<file path="src/rtl/riscv_core_wb_lsu_t.sv">
`default_nettype none
// ============================================================================
// Module   : riscv_core_wb_lsu_t
// Purpose  : Writeback stage with late-load wait, sub-word load extraction,
//            bounded load timeout with exception pulse, registered forwarding
//            copy of the last register write and a retirement counter.
// Revision : 1.0 - initial release
// ============================================================================
module riscv_core_wb_lsu_t #(
  parameter int XLEN      = 32,
  parameter int RA_W      = 5,
  parameter int TIMEOUT   = 16,
  parameter int RET_CNT_W = 32
) (
  input  logic                       CLK,
  input  logic                       RST,
  input  logic                       ACT,
  input  logic [XLEN-1:0]            r_wb_alu_Q,
  input  logic [XLEN-1:0]            r_wb_pc_Q,
  input  logic [RA_W-1:0]            r_wb_rd_Q,
  input  logic                       r_wb_regwrite_Q,
  input  logic [1:0]                 r_wb_rfwt_sel_Q,
  input  logic [2:0]                 r_wb_memsize_Q,
  input  logic [$clog2(XLEN/8)-1:0]  r_wb_memoff_Q,
  input  logic                       mem_rvalid,
  input  logic [XLEN-1:0]            mem_rdata,
  input  logic                       mem_rerr,
  output logic [XLEN-1:0]            rf_xpr_wrt0_D,
  output logic [RA_W-1:0]            rf_xpr_wrt0_WA,
  output logic                       rf_xpr_wrt0_WE,
  output logic                       s_wb_stall_D,
  output logic                       fwd_valid,
  output logic [RA_W-1:0]            fwd_rd,
  output logic [XLEN-1:0]            fwd_data,
  output logic                       wb_exc,
  output logic                       wb_retired,
  output logic [RET_CNT_W-1:0]       retire_cnt
);

  localparam int                 c_OFF_W = $clog2(XLEN/8);
  localparam int                 c_CNT_W = (TIMEOUT > 2) ? $clog2(TIMEOUT) : 1;
  localparam logic [c_CNT_W-1:0] c_LAST  = c_CNT_W'(TIMEOUT - 1);
  localparam logic [1:0]         c_SEL_ALU  = 2'd0;
  localparam logic [1:0]         c_SEL_LINK = 2'd1;
  localparam logic [1:0]         c_SEL_LOAD = 2'd2;

  typedef enum logic [0:0] {
    S_IDLE     = 1'b0,
    S_WAIT_MEM = 1'b1
  } state_t;

  state_t                 r_state;
  logic [c_CNT_W-1:0]     r_cnt;
  logic                   r_fwd_valid;
  logic [RA_W-1:0]        r_fwd_rd;
  logic [XLEN-1:0]        r_fwd_data;
  logic                   r_exc;
  logic                   r_retired;
  logic [RET_CNT_W-1:0]   r_ret_cnt;

  logic [c_OFF_W+2:0]     w_shamt;
  logic [XLEN-1:0]        w_shifted;
  logic signed [7:0]      w_sb;
  logic signed [15:0]     w_sh;
  logic signed [31:0]     w_sw;
  logic [XLEN-1:0]        w_load;
  logic [XLEN-1:0]        w_result;
  logic                   w_is_load;
  logic                   w_fire;
  logic                   w_err;
  logic                   w_ok;
  logic                   w_we;
  logic                   w_timeout;
  logic                   w_stall;

  // Align the addressed bytes to bit 0 and extend according to funct3
  always_comb begin
    w_shamt   = {r_wb_memoff_Q, 3'b000};
    w_shifted = mem_rdata >> w_shamt;
    w_sb      = w_shifted[7:0];
    w_sh      = w_shifted[15:0];
    w_sw      = w_shifted[31:0];
    case (r_wb_memsize_Q)
      3'd0:    w_load = XLEN'(w_sb);
      3'd1:    w_load = XLEN'(w_sh);
      3'd3:    w_load = w_shifted;
      3'd4:    w_load = XLEN'(w_shifted[7:0]);
      3'd5:    w_load = XLEN'(w_shifted[15:0]);
      3'd6:    w_load = XLEN'(w_shifted[31:0]);
      default: w_load = XLEN'(w_sw);
    endcase
  end

  // Writeback source selection
  always_comb begin
    case (r_wb_rfwt_sel_Q)
      c_SEL_ALU:  w_result = r_wb_alu_Q;
      c_SEL_LINK: w_result = r_wb_pc_Q + XLEN'(4);
      c_SEL_LOAD: w_result = w_load;
      default:    w_result = '0;
    endcase
  end

  // Fire / stall / abort decisions; inputs are held by upstream while waiting
  always_comb begin
    w_is_load = (r_wb_rfwt_sel_Q == c_SEL_LOAD);
    w_fire    = 1'b0;
    w_stall   = 1'b0;
    w_timeout = 1'b0;
    if (r_state == S_IDLE) begin
      w_fire  = ACT && (!w_is_load || mem_rvalid);
      w_stall = ACT && w_is_load && !mem_rvalid;
    end else begin
      w_fire    = mem_rvalid;
      w_stall   = !mem_rvalid && (r_cnt != c_LAST);
      w_timeout = !mem_rvalid && (r_cnt == c_LAST);
    end
    w_err = w_fire && w_is_load && mem_rerr;
    w_ok  = w_fire && !w_err;
    w_we  = w_ok && r_wb_regwrite_Q && (r_wb_rd_Q != '0);
  end

  // Load-wait state machine with timeout counter
  always_ff @(posedge CLK or negedge RST) begin
    if (!RST) begin
      r_state <= S_IDLE;
      r_cnt   <= '0;
    end else begin
      case (r_state)
        S_IDLE: begin
          if (ACT && w_is_load && !mem_rvalid) begin
            r_state <= S_WAIT_MEM;
            r_cnt   <= c_CNT_W'(1);
          end
        end
        default: begin
          if (mem_rvalid || w_timeout) begin
            r_state <= S_IDLE;
            r_cnt   <= '0;
          end else begin
            r_cnt <= r_cnt + c_CNT_W'(1);
          end
        end
      endcase
    end
  end

  // Registered forwarding copy, exception/retire pulses and retire counter
  always_ff @(posedge CLK or negedge RST) begin
    if (!RST) begin
      r_fwd_valid <= 1'b0;
      r_fwd_rd    <= '0;
      r_fwd_data  <= '0;
      r_exc       <= 1'b0;
      r_retired   <= 1'b0;
      r_ret_cnt   <= '0;
    end else begin
      r_fwd_valid <= w_we;
      if (w_we) begin
        r_fwd_rd   <= r_wb_rd_Q;
        r_fwd_data <= w_result;
      end
      r_exc     <= w_err || w_timeout;
      r_retired <= w_ok;
      if (w_ok) begin
        r_ret_cnt <= r_ret_cnt + RET_CNT_W'(1);
      end
    end
  end

  assign rf_xpr_wrt0_D  = w_result;
  assign rf_xpr_wrt0_WA = r_wb_rd_Q;
  assign rf_xpr_wrt0_WE = w_we;
  assign s_wb_stall_D   = w_stall;
  assign fwd_valid      = r_fwd_valid;
  assign fwd_rd         = r_fwd_rd;
  assign fwd_data       = r_fwd_data;
  assign wb_exc         = r_exc;
  assign wb_retired     = r_retired;
  assign retire_cnt     = r_ret_cnt;

endmodule
`default_nettype wire

</file>
<file path="config.mk">
export PLATFORM = sky130hd
export DESIGN_NAME = riscv_core_wb_lsu_t
export DESIGN_NICKNAME = d
export VERILOG_FILES = /design/src/rtl/riscv_core_wb_lsu_t.sv
export SDC_FILE = /design/constraint.sdc
export NUM_CORES = 1
export LEC_CHECK = 0
export CORE_ASPECT_RATIO = 1.4
export CORE_UTILIZATION = 39
export DETAILED_ROUTE_END_ITERATION = 16
export GPL_TIMING_DRIVEN = 0
export PLACE_DENSITY = 0.88
export SYNTH_ARGS = -nofsm -noshare
export SYNTH_HDL_FRONTEND = slang
export SYNTH_SLANG_ARGS = --single-unit
</file>
<file path="constraint.sdc">
create_clock -name CLK -period 2.8 [get_ports CLK]
set_input_delay 0.7 -clock CLK [delete_from_list [all_inputs] [get_ports CLK]]
set_output_delay 0.7 -clock CLK [all_outputs]
set_load 0.005 [all_outputs]
</file>
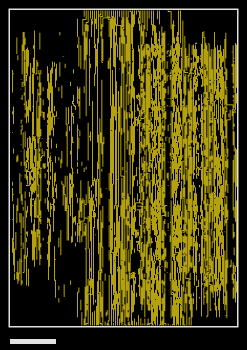
**Above:** met2 routing.
Scale bar: 20 um.
The wires run mostly vertical. 901 nets have wire on it. The layer holds 48% of the routed length. The layer carries 12400 um of wire. The longest straight run is 68.0 um.

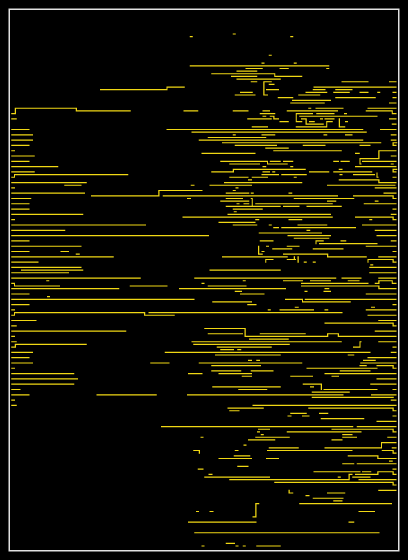
**Above:** met3 routing.
The wires run mostly horizontal. The layer holds 13% of the routed length. The longest straight run is 52.4 um.

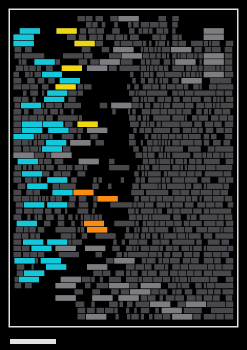
**Above:** sequential cells grouped by signal name.
Scale bar: 20 um. Other sequential cells in the stronger gray, the rest of the logic in the fainter gray.
Key: `fwd_rd` = yellow [sequential cells 5, where north-west]; `r_cnt` = orange [sequential cells 4]; `retire_cnt` = cyan [sequential cells 32, where a column on the left]
Another 36 sequential cells are not colored.

==> flow report <==
STATUS
---------------------------------------------------------------------------------
Run status ......................................................... complete, but fails checks
Violations in the final reports .................................... negative setup slack

YOSYS
---------------------------------------------------------------------------------
Synth Warn # .......................................................            0
Post-synthesis share of cell area spent on and-or and or-and gates .        14.4%

CLOCKING
---------------------------------------------------------------------------------
Insertion delay of the later-clocked pin in the worst-skew pair ....      0.34 ns
Number of hold buffers added after CTS .............................            0
Total setup buffers inserted after CTS .............................           69

TIMING
---------------------------------------------------------------------------------
Actual transition at the worst max-transition pin ..................     0.634 ns
Normalized max-slew margin .........................................        57.7%
Final tally of setup violations ....................................           31
Worst setup slack after layout .....................................    -0.577 ns
RSZ-0062 raised after global routing ...............................         true
Final Hold Violating Endpoints .....................................            0

DIE
---------------------------------------------------------------------------------
Total core area ....................................................    12900 um2
Die width ..........................................................      99.4 um

GLOBAL ROUTING
---------------------------------------------------------------------------------
Grt ovf ............................................................            0
Pin count of the biggest net entering global routing ...............           57

ROUTING
---------------------------------------------------------------------------------
Met1 WL ............................................................      8.24 mm
DR DRC count .......................................................            0

SETUP PATH
---------------------------------------------------------------------------------
Kind of capture point of the worst setup path ......................   output pin
Crit path DRT ......................................................      2.10 ns

FLOW RUN
---------------------------------------------------------------------------------
Number of warning messages in the logs .............................           28

[flip-flops by register name (all words and copies together) (netlist names)]
| register | cells |
|---|---|
| fwd_data | 32 |
| retire_cnt | 32 |
| fwd_rd | 5 |
| r_cnt | 4 |
| fwd_valid | 1 |
| r_state | 1 |
| wb_exc | 1 |
| wb_retired | 1 |
[worst max-delay path: cells and delay by family]
| family | cells | cell delay (ns) |
|---|---|---|
| simple gates | 1 | 0.21 |
| compound gates | 1 | 0.62 |
| mux | 2 | 0.85 |
| buf+inv | 2 | 0.30 |
[layout make-up]
type / instances / area, um2 / share of cell area, %
diodes: 3 / 7.51 / 0.0818
plain buffers: 25 / 259 / 2.82
clock buffers: 10 / 239 / 2.60
clock inverters: 6 / 46.3 / 0.504
inverters: 14 / 52.6 / 0.573
multi-input cells: 406 / 3720 / 40.5
flip-flops and latches: 77 / 1930 / 21.0
well taps: 153 / 191 / 2.09
repair buffers: 302 / 2740 / 29.8
[synthesized netlist by cell type (all sizes together) (11+ instances only)]
cell type   n
nand2      43
nor2       35
mux2i      19
mux2       39
xnor2      28
o21ai      23
nand4      21
buf        18
clkbuf     13
xor2       13
dfrtp      77
inv        14
nand3      31
nor3       11
[path summary, 6_finish.rpt]
| check | startpoint | to | slack (ns) | cells after the start |
|---|---|---|---|---|
| max | r_wb_memoff_Q[0] | rf_xpr_wrt0_D[24] | -0.58 | 6 |
| min | RST | retire_cnt[26] | 0.26 | 1 |
| max reg2reg | r_state | fwd_rd[3] | 0.57 | 6 |
| min reg2reg | retire_cnt[31] | retire_cnt[31] | 0.49 | 1 |
| max in group asynchronous | RST | fwd_data[3] | 1.95 | 2 |
| min in group CLK | retire_cnt[31] | retire_cnt[31] | 0.49 | 1 |
